==> config.mk <==
export PLATFORM = sky130hd
export DESIGN_NAME = tx_gear_seq
export DESIGN_NICKNAME = d
export VERILOG_FILES = /design/src/rtl/tx_gear_pkg.sv /design/src/rtl/tx_gear_sync2.sv /design/src/rtl/tx_gear_seq.sv
export SDC_FILE = /design/constraint.sdc
export NUM_CORES = 1
export LEC_CHECK = 0
export ABC_AREA = 1
export CAP_MARGIN = 25
export CELL_PAD_IN_SITES_DETAIL_PLACEMENT = 1
export CELL_PAD_IN_SITES_GLOBAL_PLACEMENT = 1
export CORE_MARGIN = 2
export CORE_UTILIZATION = 42
export DETAILED_ROUTE_END_ITERATION = 10
export GPL_ROUTABILITY_DRIVEN = 1
export GPL_TIMING_DRIVEN = 0
export PLACE_DENSITY_LB_ADDON = 0.1
export SETUP_SLACK_MARGIN = 0.15
export SKIP_LAST_GASP = 1
export SLEW_MARGIN = 25
export SYNTH_ARGS = -nofsm -noshare
export SYNTH_HDL_FRONTEND = slang
export SYNTH_SLANG_ARGS = --single-unit
export TNS_END_PERCENT = 10
==> constraint.sdc <==
create_clock -name clk_250 -period 3.2 [get_ports clk_250]
set_clock_uncertainty 0.15 [all_clocks]
set_input_delay 0.64 -clock clk_250 [delete_from_list [all_inputs] [get_ports clk_250]]
set_output_delay 0.64 -clock clk_250 [all_outputs]
set_load 0.02 [all_outputs]
met1.png
The bar under the picture is 10 um long. Cells faint in the background.
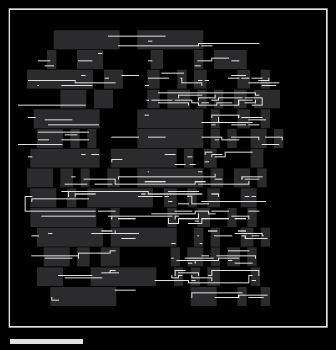
nets with wire on the layer: 84
main direction: horizontal
share of all routed wire: 43%
wire length on this layer: 551 um
via count of the routed design: 517
routed wire length: 1.29 mm
GR Util met1: 0.205

met2.png
Cells faint in the background.
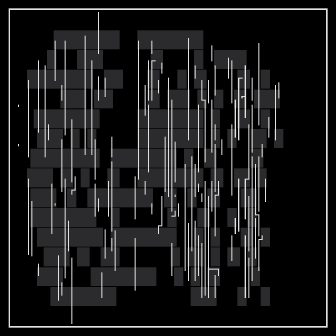
nets with wire on the layer: 77
longest straight run: 19.0 um
met2 Usage GRT: 0.282

met3.png
The bar under the picture is 10 um long. Cells faint in the background.
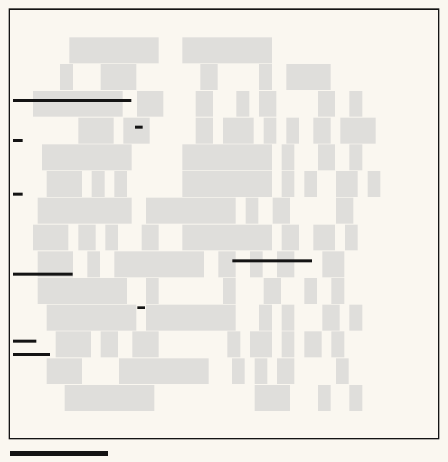
share of all routed wire: 2.5%
main direction: horizontal
met3 usage: 0.0125

==> out/metrics.csv <==
stage,metric,value,unit
worst_setup_path,cp.arrival,1.39,ns
sta,setup_violations,0,
power_and_ir_drop,p_leak,0.393,nW
sta,fmax,0.458,GHz
yosys,yosysTopAreaCellShare,0.533,
worst_setup_path,cp_slowest_cell,clkdlybuf4s50_1,
worst_setup_path,cp_max_fo,1,
yosys,postSynthAreaPerCell,8.88,sq um
yosys,top_cells_by_area,"dfrtp_1 53%, inv_1 8.0%, nand2_1 6.9%",
status,status,"complete, no violations",
final_layout,final-seq-area,377,sq um
clock_network,cts.clk_slew.worst_paths,0.08,ns
global_route,grt_antenna_before_repair,0,
sta,whs,0.214,ns
clock_network,htree_levels,1,
power_and_ir_drop,p_clk_frac,0.232,
final_layout,nNonClkBuffers,7,
routing,drtIter0Drc,7,
worst_setup_path,worstSetupPathType,register to primary output,
power_and_ir_drop,p_clk,0.101,mW
worst_setup_path,crit_chain,clkdlybuf4s50_1,
power_and_ir_drop,powerSeq,0.232,mW
place,place_inst,97,
yosys,yosys.area.top_type,dfrtp_1,
yosys,synth-edff-count,0,
routing,route.layer.met1.wl,550,um
power_and_ir_drop,p_int,0.301,mW
